$ cat src/rtl/addsub_pipe_if.sv
// addsub_pipe_if: operand/result bundle for addsub_pipe.
//   in_valid/in_ready  : operand handshake (a, b, cin, op)
//   out_valid/out_ready: result handshake (sum, cout, ovf, zero, shiftedcarry)
//   op encoding        : 00 ADD, 01 SUB, 10 INC, 11 PASS
// master drives operands and out_ready; slave (the adder) drives the rest.
interface addsub_pipe_if #(
  parameter int WIDTH = 8
);
  logic             in_valid;
  logic             in_ready;
  logic [WIDTH-1:0] a;
  logic [WIDTH-1:0] b;
  logic             cin;
  logic [1:0]       op;
  logic             out_valid;
  logic             out_ready;
  logic [WIDTH-1:0] sum;
  logic             cout;
  logic             ovf;
  logic             zero;
  logic [WIDTH:0]   shiftedcarry;

  modport master (
    output in_valid, a, b, cin, op, out_ready,
    input  in_ready, out_valid, sum, cout, ovf, zero, shiftedcarry
  );

  modport slave (
    input  in_valid, a, b, cin, op, out_ready,
    output in_ready, out_valid, sum, cout, ovf, zero, shiftedcarry
  );
endinterface

$ cat src/rtl/addsub_pipe.sv
// addsub_pipe: pipelined ripple adder/subtractor, SLICE bits per stage.
//   clk, rst_n : single rising-edge clock, asynchronous active-low reset
//   bus        : addsub_pipe_if slave port
//                operands a/b/cin/op accepted on in_valid && in_ready;
//                result sum/cout/ovf/zero/shiftedcarry presented with
//                out_valid, consumed on out_ready.
// Latency is NSTAGE = WIDTH/SLICE cycles; one operand set per cycle.
// The whole pipeline advances together whenever the output register is
// empty or being consumed (in_ready = !out_valid || out_ready).
module addsub_pipe #(
  parameter int WIDTH = 8,
  parameter int SLICE = 4
) (
  input  logic         clk,
  input  logic         rst_n,
  addsub_pipe_if.slave bus
);

  localparam int NSTAGE = WIDTH / SLICE;

  typedef enum logic [1:0] {
    OP_ADD  = 2'b00,
    OP_SUB  = 2'b01,
    OP_INC  = 2'b10,
    OP_PASS = 2'b11
  } op_e;

  logic             adv;
  logic [WIDTH-1:0] eff_a;
  logic [WIDTH-1:0] eff_b;
  logic             eff_c;
  logic             zero_q, zero_d;
  logic             ovf_q, ovf_d;

  // Operand conditioning: every op reduces to A + B + C.
  always_comb begin
    eff_a = bus.a;
    eff_b = bus.b;
    eff_c = bus.cin;
    case (op_e'(bus.op))
      OP_ADD:  ;
      OP_SUB:  eff_b = ~bus.b;
      OP_INC:  begin
        eff_b = '0;
        eff_c = 1'b1;
      end
      OP_PASS: begin
        eff_b = '0;
        eff_c = 1'b0;
      end
      default: ;
    endcase
  end

  // Stage k adds bits [LO +: SLICE]. Its input carries only what it still
  // needs: operand bits from LO upward (skew) and the completed sum and
  // carry bits below LO (deskew), so every register is exactly sized and
  // the last stage holds a full, self-consistent result.
  for (genvar k = 0; k < NSTAGE; k++) begin : g_stage
    localparam int LO = k * SLICE;
    localparam int HI = LO + SLICE;

    logic [WIDTH-1:LO] a_in;
    logic [WIDTH-1:LO] b_in;
    logic [LO:0]       c_in;     // c_in[LO] is the carry into this slice
    logic              v_in;
    logic [SLICE-1:0]  s_slice;
    logic [SLICE:0]    c_slice;
    logic [HI-1:0]     sum_nx;
    logic [HI:0]       sc_nx;

    logic              v_q, v_d;
    logic [HI-1:0]     sum_q, sum_d;
    logic [HI:0]       sc_q, sc_d;

    if (k == 0) begin : g_head
      assign a_in   = eff_a;
      assign b_in   = eff_b;
      assign c_in   = eff_c;
      assign v_in   = bus.in_valid;
      assign sum_nx = s_slice;
    end else begin : g_body
      assign a_in   = g_stage[k-1].g_skew.a_q;
      assign b_in   = g_stage[k-1].g_skew.b_q;
      assign c_in   = g_stage[k-1].sc_q;
      assign v_in   = g_stage[k-1].v_q;
      assign sum_nx = {s_slice, g_stage[k-1].sum_q};
    end

    assign sc_nx = {c_slice[SLICE:1], c_in};

    always_comb begin
      s_slice    = '0;
      c_slice    = '0;
      c_slice[0] = c_in[LO];
      for (int unsigned j = 0; j < SLICE; j++) begin
        s_slice[j]   = a_in[LO+j] ^ b_in[LO+j] ^ c_slice[j];
        c_slice[j+1] = (a_in[LO+j] & b_in[LO+j]) |
                       (c_slice[j] & (a_in[LO+j] ^ b_in[LO+j]));
      end
    end

    always_comb begin
      v_d   = v_q;
      sum_d = sum_q;
      sc_d  = sc_q;
      if (adv) begin
        v_d   = v_in;
        sum_d = sum_nx;
        sc_d  = sc_nx;
      end
    end

    always_ff @(posedge clk or negedge rst_n) begin
      if (!rst_n) begin
        v_q   <= 1'b0;
        sum_q <= '0;
        sc_q  <= '0;
      end else begin
        v_q   <= v_d;
        sum_q <= sum_d;
        sc_q  <= sc_d;
      end
    end

    // Operand bits not yet consumed travel alongside the partial result.
    if (k < NSTAGE - 1) begin : g_skew
      logic [WIDTH-1:HI] a_q, a_d;
      logic [WIDTH-1:HI] b_q, b_d;

      always_comb begin
        a_d = a_q;
        b_d = b_q;
        if (adv) begin
          a_d = a_in[WIDTH-1:HI];
          b_d = b_in[WIDTH-1:HI];
        end
      end

      always_ff @(posedge clk or negedge rst_n) begin
        if (!rst_n) begin
          a_q <= '0;
          b_q <= '0;
        end else begin
          a_q <= a_d;
          b_q <= b_d;
        end
      end
    end
  end

  assign adv = !g_stage[NSTAGE-1].v_q || bus.out_ready;

  // zero and ovf are derived from the final stage's next value so the
  // outputs stay purely registered.
  always_comb begin
    zero_d = zero_q;
    ovf_d  = ovf_q;
    if (adv) begin
      zero_d = (g_stage[NSTAGE-1].sum_nx == '0);
      ovf_d  = g_stage[NSTAGE-1].sc_nx[WIDTH] ^ g_stage[NSTAGE-1].sc_nx[WIDTH-1];
    end
  end

  always_ff @(posedge clk or negedge rst_n) begin
    if (!rst_n) begin
      zero_q <= 1'b0;
      ovf_q  <= 1'b0;
    end else begin
      zero_q <= zero_d;
      ovf_q  <= ovf_d;
    end
  end

  assign bus.in_ready     = adv;
  assign bus.out_valid    = g_stage[NSTAGE-1].v_q;
  assign bus.sum          = g_stage[NSTAGE-1].sum_q;
  assign bus.shiftedcarry = g_stage[NSTAGE-1].sc_q;
  assign bus.cout         = g_stage[NSTAGE-1].sc_q[WIDTH];
  assign bus.ovf          = ovf_q;
  assign bus.zero         = zero_q;

endmodule
$ cat src/flat_wrapper.sv
// flat-port wrapper written by rule: the top's interface ports become plain ports
module addsub_pipe_flat 
#(
  parameter int WIDTH = 8,
  parameter int SLICE = 4
)
  (clk, rst_n, bus_in_valid, bus_a, bus_b, bus_cin, bus_op, bus_out_ready, bus_in_ready, bus_out_valid, bus_sum, bus_cout, bus_ovf, bus_zero, bus_shiftedcarry);
  addsub_pipe_if #(.WIDTH(WIDTH)) bus_i ();
  input  logic clk;
  input  logic rst_n;
  input wire logic [$bits(bus_i.in_valid)-1:0] bus_in_valid;
  input wire logic [$bits(bus_i.a)-1:0] bus_a;
  input wire logic [$bits(bus_i.b)-1:0] bus_b;
  input wire logic [$bits(bus_i.cin)-1:0] bus_cin;
  input wire logic [$bits(bus_i.op)-1:0] bus_op;
  input wire logic [$bits(bus_i.out_ready)-1:0] bus_out_ready;
  output wire logic [$bits(bus_i.in_ready)-1:0] bus_in_ready;
  output wire logic [$bits(bus_i.out_valid)-1:0] bus_out_valid;
  output wire logic [$bits(bus_i.sum)-1:0] bus_sum;
  output wire logic [$bits(bus_i.cout)-1:0] bus_cout;
  output wire logic [$bits(bus_i.ovf)-1:0] bus_ovf;
  output wire logic [$bits(bus_i.zero)-1:0] bus_zero;
  output wire logic [$bits(bus_i.shiftedcarry)-1:0] bus_shiftedcarry;
  assign bus_i.in_valid = bus_in_valid;
  assign bus_i.a = bus_a;
  assign bus_i.b = bus_b;
  assign bus_i.cin = bus_cin;
  assign bus_i.op = bus_op;
  assign bus_i.out_ready = bus_out_ready;
  assign bus_in_ready = bus_i.in_ready;
  assign bus_out_valid = bus_i.out_valid;
  assign bus_sum = bus_i.sum;
  assign bus_cout = bus_i.cout;
  assign bus_ovf = bus_i.ovf;
  assign bus_zero = bus_i.zero;
  assign bus_shiftedcarry = bus_i.shiftedcarry;
  addsub_pipe #(.WIDTH(WIDTH), .SLICE(SLICE)) u_core (.clk(clk), .rst_n(rst_n), .bus(bus_i));
endmodule
$ cat config.mk
export PLATFORM = sky130hd
export DESIGN_NAME = addsub_pipe_flat
export DESIGN_NICKNAME = d
export VERILOG_FILES = /design/src/rtl/addsub_pipe_if.sv /design/src/rtl/addsub_pipe.sv /design/src/flat_wrapper.sv
export SDC_FILE = /design/constraint.sdc
export NUM_CORES = 1
export LEC_CHECK = 0
export CORE_ASPECT_RATIO = 1.75
export CORE_MARGIN = 2
export CORE_UTILIZATION = 45
export DETAILED_ROUTE_END_ITERATION = 7
export GPL_TIMING_DRIVEN = 1
export PLACE_DENSITY_LB_ADDON = 0.05
export SYNTH_ARGS = -nofsm -noshare
export SYNTH_HDL_FRONTEND = slang
export SYNTH_SLANG_ARGS = --single-unit
$ cat constraint.sdc
create_clock -name clk -period 3.45 [get_ports clk]
set_clock_uncertainty 0.15 [all_clocks]
set_input_delay 0.69 -clock clk [delete_from_list [all_inputs] [get_ports clk]]
set_output_delay 0.69 -clock clk [all_outputs]
set_load 0.05 [all_outputs]
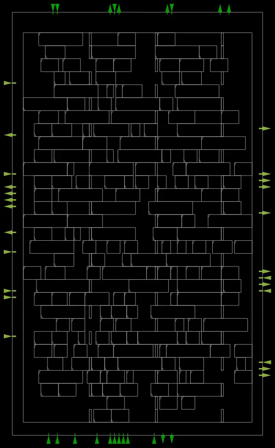
Fig. 1. Placed standard cells (run 1).
post-route non-filler standard cell count: 238
flip-flop and latch share of the layout cell area: 0.390
Seq Cell Count: 38

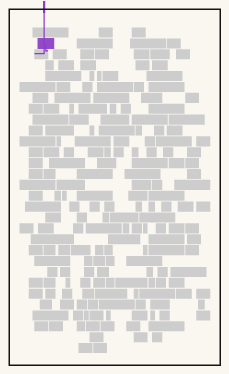
Fig. 2. Nets reached from selected ports (run 1).
(4 px per um)
legend:
  purple:
    port: bus_in_valid
    bits: 1
    direction: input
    edge: north
    end_cells: 1
    buffers: 1
    wire: 14.8 um

==> reports/metrics.yaml, run 1 <==
run_status:
  outcome: "complete, no violations"
timing:
  final.setup.worst_slack_ns: 0.105
  setup_viol: 0
  max_freq_mhz: 299
  relative_slew_margins: 0.433
power_and_ir_drop:
  pwr-share-seq: 0.368
  power_top_consumer: "combinational cells"
  clockPowerShare: 0.231
  netSwitchingPower_mw: 0.610
grt:
  grt.met3_usage: 0.0355
  via_count_of_the_first_global_routing_pass: 1317
finish:
  total_non_filler_cell_area_in_the_finished_layout_um2: 2440
  fin_nets: 221
  area.combinational_um2: 783
  synthToLayoutAreaGrowth_pct: 32.4
  fillerInstances: 341
  proportion_of_layout_cells_with_a_drive_suffix_above_1: 0.221
worst_setup_path:
  timing.critical_path.cells: "clkdlybuf4s50_1, and2_1, or2_2, fa_2, fa_2, fa_2, fa_1, o21ai_0"
  crit_end: "u_core.g_stage[0].sum_q[3]"
  cpMostUsedCell: "sky130_fd_sc_hd__fa_2"
  timing.critical_path.arrival_ns: 3.35
  critical_setup_path_class: "in2reg"
logic_synthesis:
  largest_area_cell: "sky130_fd_sc_hd__dfrtp_1"
  mux_share: 0.124
  synth.area.top_cells: "sky130_fd_sc_hd__dfrtp_1 (52%), sky130_fd_sc_hd__mux2_2 (12%), sky130_fd_sc_hd__fa_1 (8.7%), sky130_fd_sc_hd__nand3b_1 (6.9%), sky130_fd_sc_hd__o21ai_0 (3.0%)"
  dominant_synthesized_flop_cell: "sky130_fd_sc_hd__dfrtp_1"
  ys_sh_xor: 0.0428
  synthTopLogicFamily: "multiplexers"
floorplan:
  fp-row-count: 30
route:
  route.detailed.wl_per_inst_um: 15.6
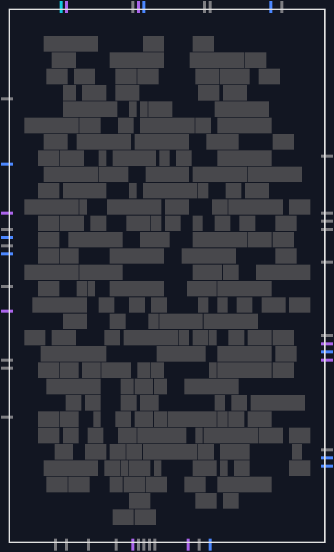
Fig. 3. I/O pins on the die edge (run 1).
(6 px per um) Pins as bars across the die edge, other pins in grey.
legend:
  blue:
    port: bus_shiftedcarry
    pins: 9
    direction: output
    edge: 3 east, 3 west, 2 north, 1 south
  purple:
    port: bus_a
    pins: 8
    direction: input
    edge: 2 south, 2 east, 2 north, 2 west
  cyan:
    port: bus_in_valid
    pins: 1
    direction: input
    edge: north
all pins by edge: 12 south, 12 east, 12 west, 9 north

Fig. 4: run 1, metal layers overlaid
(4 px per um) Only two layers are drawn.
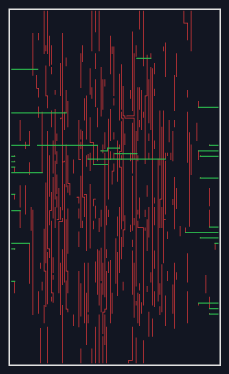

==> run 2: changes to the inputs <==
CORE_MARGIN = 4   (was 2)
CTS_BUF_LIST = sky130_fd_sc_hd__clkbuf_8   (was not set)
SETUP_SLACK_MARGIN = 0.05   (was not set)
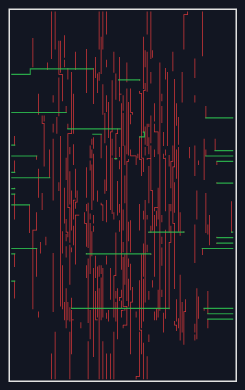
Fig. 5. Metal layers overlaid (run 2).
(4 px per um) Only two layers are drawn.
legend:
  green:
    layer: metal 3
    wire_length: 198 um
  red:
    layer: metal 2
    wire_length: 2090 um

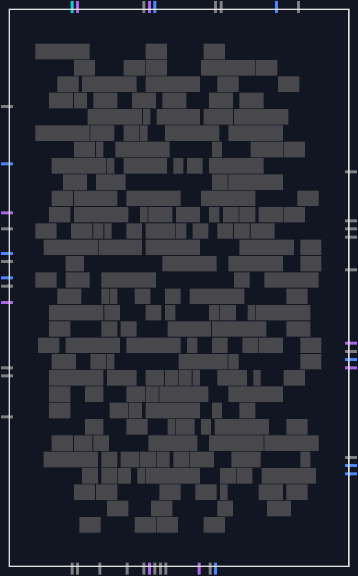
Fig. 6. I/O pins on the die edge (run 2).
(6 px per um) Pins as bars across the die edge, other pins in grey.
legend:
  purple:
    port: bus_a
    pins: 8
    direction: input
    edge: 2 south, 2 east, 2 north, 2 west
  blue:
    port: bus_shiftedcarry
    pins: 9
    direction: output
    edge: 3 east, 3 west, 2 north, 1 south
  cyan:
    port: bus_in_valid
    pins: 1
    direction: input
    edge: north
all pins by edge: 12 south, 12 east, 12 west, 9 north

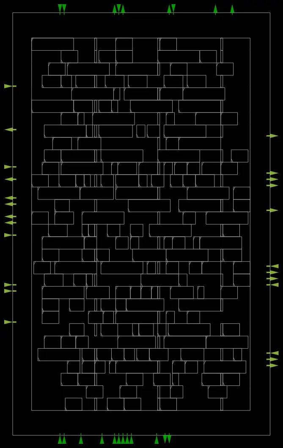
Fig. 7. Placed standard cells (run 2).
# rows: 30
number of fill cells: 348

==> reports/metrics.yaml, run 2 <==
finish:
  synthToLayoutAreaGrowth_pct: 29.6
  layoutNonFillerInstCount: 236  # -0.84%
  n_sequential_cell: 38  # unchanged
  area.combinational_um2: 783  # unchanged
  final_layout_top_logic_cell: "sky130_fd_sc_hd__clkdlybuf4s50_1"
  total_non_filler_cell_area_in_the_finished_layout_um2: 2390  # -2.1%
  fin_nets: 219  # -0.90%
  proportion_of_layout_cells_with_a_drive_suffix_above_1: 0.202  # -0.0189
  seq_area_frac: 0.399  # +0.00839
  comb_area_frac: 0.328
logic_synthesis:
  mux_share: 0.124  # unchanged
  ys_sh_xor: 0.0428  # unchanged
  ys_sh_adder: 0.0870
  largest_area_cell: "sky130_fd_sc_hd__dfrtp_1"
  synthTopLogicFamily: "multiplexers"
  dominant_synthesized_flop_cell: "sky130_fd_sc_hd__dfrtp_1"
  yosysUniqueCellTypes: 21
  synth_largest_type_area_fraction: 0.517
  synth.area.top_cells: "sky130_fd_sc_hd__dfrtp_1 (52%), sky130_fd_sc_hd__mux2_2 (12%), sky130_fd_sc_hd__fa_1 (8.7%), sky130_fd_sc_hd__nand3b_1 (6.9%), sky130_fd_sc_hd__o21ai_0 (3.0%)"
hold_path:
  holdCritPathClass: "reg2reg"
timing:
  grt_setup_unrepaired: "no"
  final.setup.worst_slack_ns: 0.171  # +0.0668 ns
  setup_viol: 0  # unchanged
  max_freq_mhz: 305  # +2.0%
clock_network:
  cts.clk_slew.worst_paths_ns: 0.07
  cts_setup_buffers: 0
route:
  avgViaCountPerCell: 5.18
  route.detailed.wl_per_inst_um: 16.0  # +2.8%
worst_setup_path:
  crit_end: "u_core.g_stage[0].sum_q[3]"
  timing.critical_path.arrival_ns: 3.29  # -0.06 ns
  timing.critical_path.cells: "clkdlybuf4s50_1, and2_1, or2_2, fa_2, fa_2, fa_2, fa_1, o21ai_1"
  cp_data_required_time_ns: 3.46
  critical_setup_path_class: "in2reg"
  cpMostUsedCell: "sky130_fd_sc_hd__fa_2"
grt:
  globalRouteMet2Util: 0.277
  via_count_of_the_first_global_routing_pass: 1329  # +0.91%
  maximum_number_of_pins_on_one_net_before_global_route_repair: 39
floorplan:
  floorplan.core_area_um2: 3900
power_and_ir_drop:
  clockPowerShare: 0.180  # -0.051
  power_top_consumer: "combinational cells"
  netSwitchingPower_mw: 0.604  # -0.99%
run_status:
  outcome: "complete, no violations"
Fig. 8: run 2, nets reached from selected ports
(4 px per um)
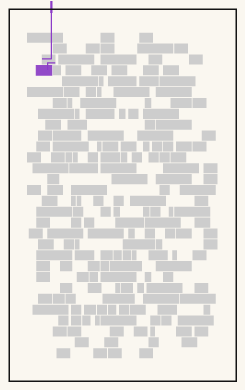

==> run 3: changes to the inputs <==
clock period = 4 ns   (was 3.45 ns; I/O delays follow)
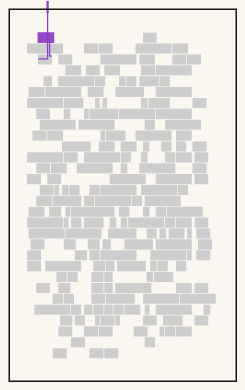
Fig. 9. Nets reached from selected ports (run 3).
(4 px per um)
legend:
  purple:
    port: bus_in_valid
    bits: 1
    direction: input
    edge: north
    end_cells: 1
    buffers: 1
    wire: 18.9 um

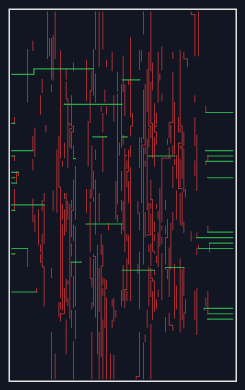
Fig. 10. Metal layers overlaid (run 3).
(4 px per um) Only two layers are drawn.
legend:
  green:
    layer: metal 3
    wire_length: 187 um
  red:
    layer: metal 2
    wire_length: 1980 um

==> reports/metrics.yaml, run 3 <==
worst_setup_path:
  timing.critical_path.cells: "clkdlybuf4s50_1, and2_1, or2_2, fa_1, fa_1, fa_1, fa_1, o21ai_0"
  crit_end: "u_core.g_stage[0].sum_q[3]"
  cp_data_required_time_ns: 4.02  # +0.56 ns
  cpMostUsedCell: "sky130_fd_sc_hd__fa_1"
clock_network:
  cts.clk_slew.worst_paths_ns: 0.08  # about the same
  cts_setup_buffers: 0  # unchanged
finish:
  proportion_of_layout_cells_with_a_drive_suffix_above_1: 0.205  # +0.00314
  n_sequential_cell: 38  # unchanged
  comb_area_frac: 0.321  # -0.00752
  layoutNonFillerInstCount: 238  # +0.85%
  fillerInstances: 331  # -4.9%
  total_non_filler_cell_area_in_the_finished_layout_um2: 2420  # +1.4%
route:
  route.detailed.wl_per_inst_um: 15.7  # -2.2%
  avgViaCountPerCell: 5.12  # -1.2%
logic_synthesis:
  dominant_synthesized_flop_cell: "sky130_fd_sc_hd__dfrtp_1"
  largest_area_cell: "sky130_fd_sc_hd__dfrtp_1"
  yosysUniqueCellTypes: 21  # unchanged
  ys_sh_adder: 0.0870  # unchanged
power_and_ir_drop:
  power_top_consumer: "combinational cells"
  netSwitchingPower_mw: 0.532  # -12%
hold_path:
  holdCritPathClass: "reg2reg"
grt:
  globalRouteMet2Util: 0.263  # -0.0146
  maximum_number_of_pins_on_one_net_before_global_route_repair: 39  # unchanged
run_status:
  outcome: "complete, no violations"
timing:
  final.setup.worst_slack_ns: 0.365  # +0.193 ns
  setup_viol: 0  # unchanged
  grt_setup_unrepaired: "no"
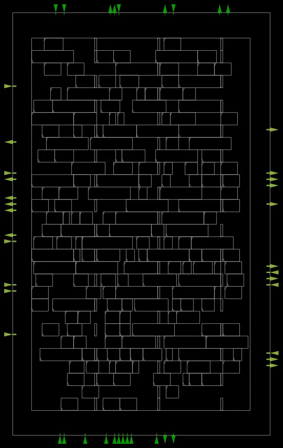
Fig. 11. Placed standard cells (run 3).
flip-flop and latch share of the layout cell area: 0.393
number of well taps: 48
floorplan core area: 3900 um2

Power figures rest on the tool's default switching activity, not on a simulated workload.
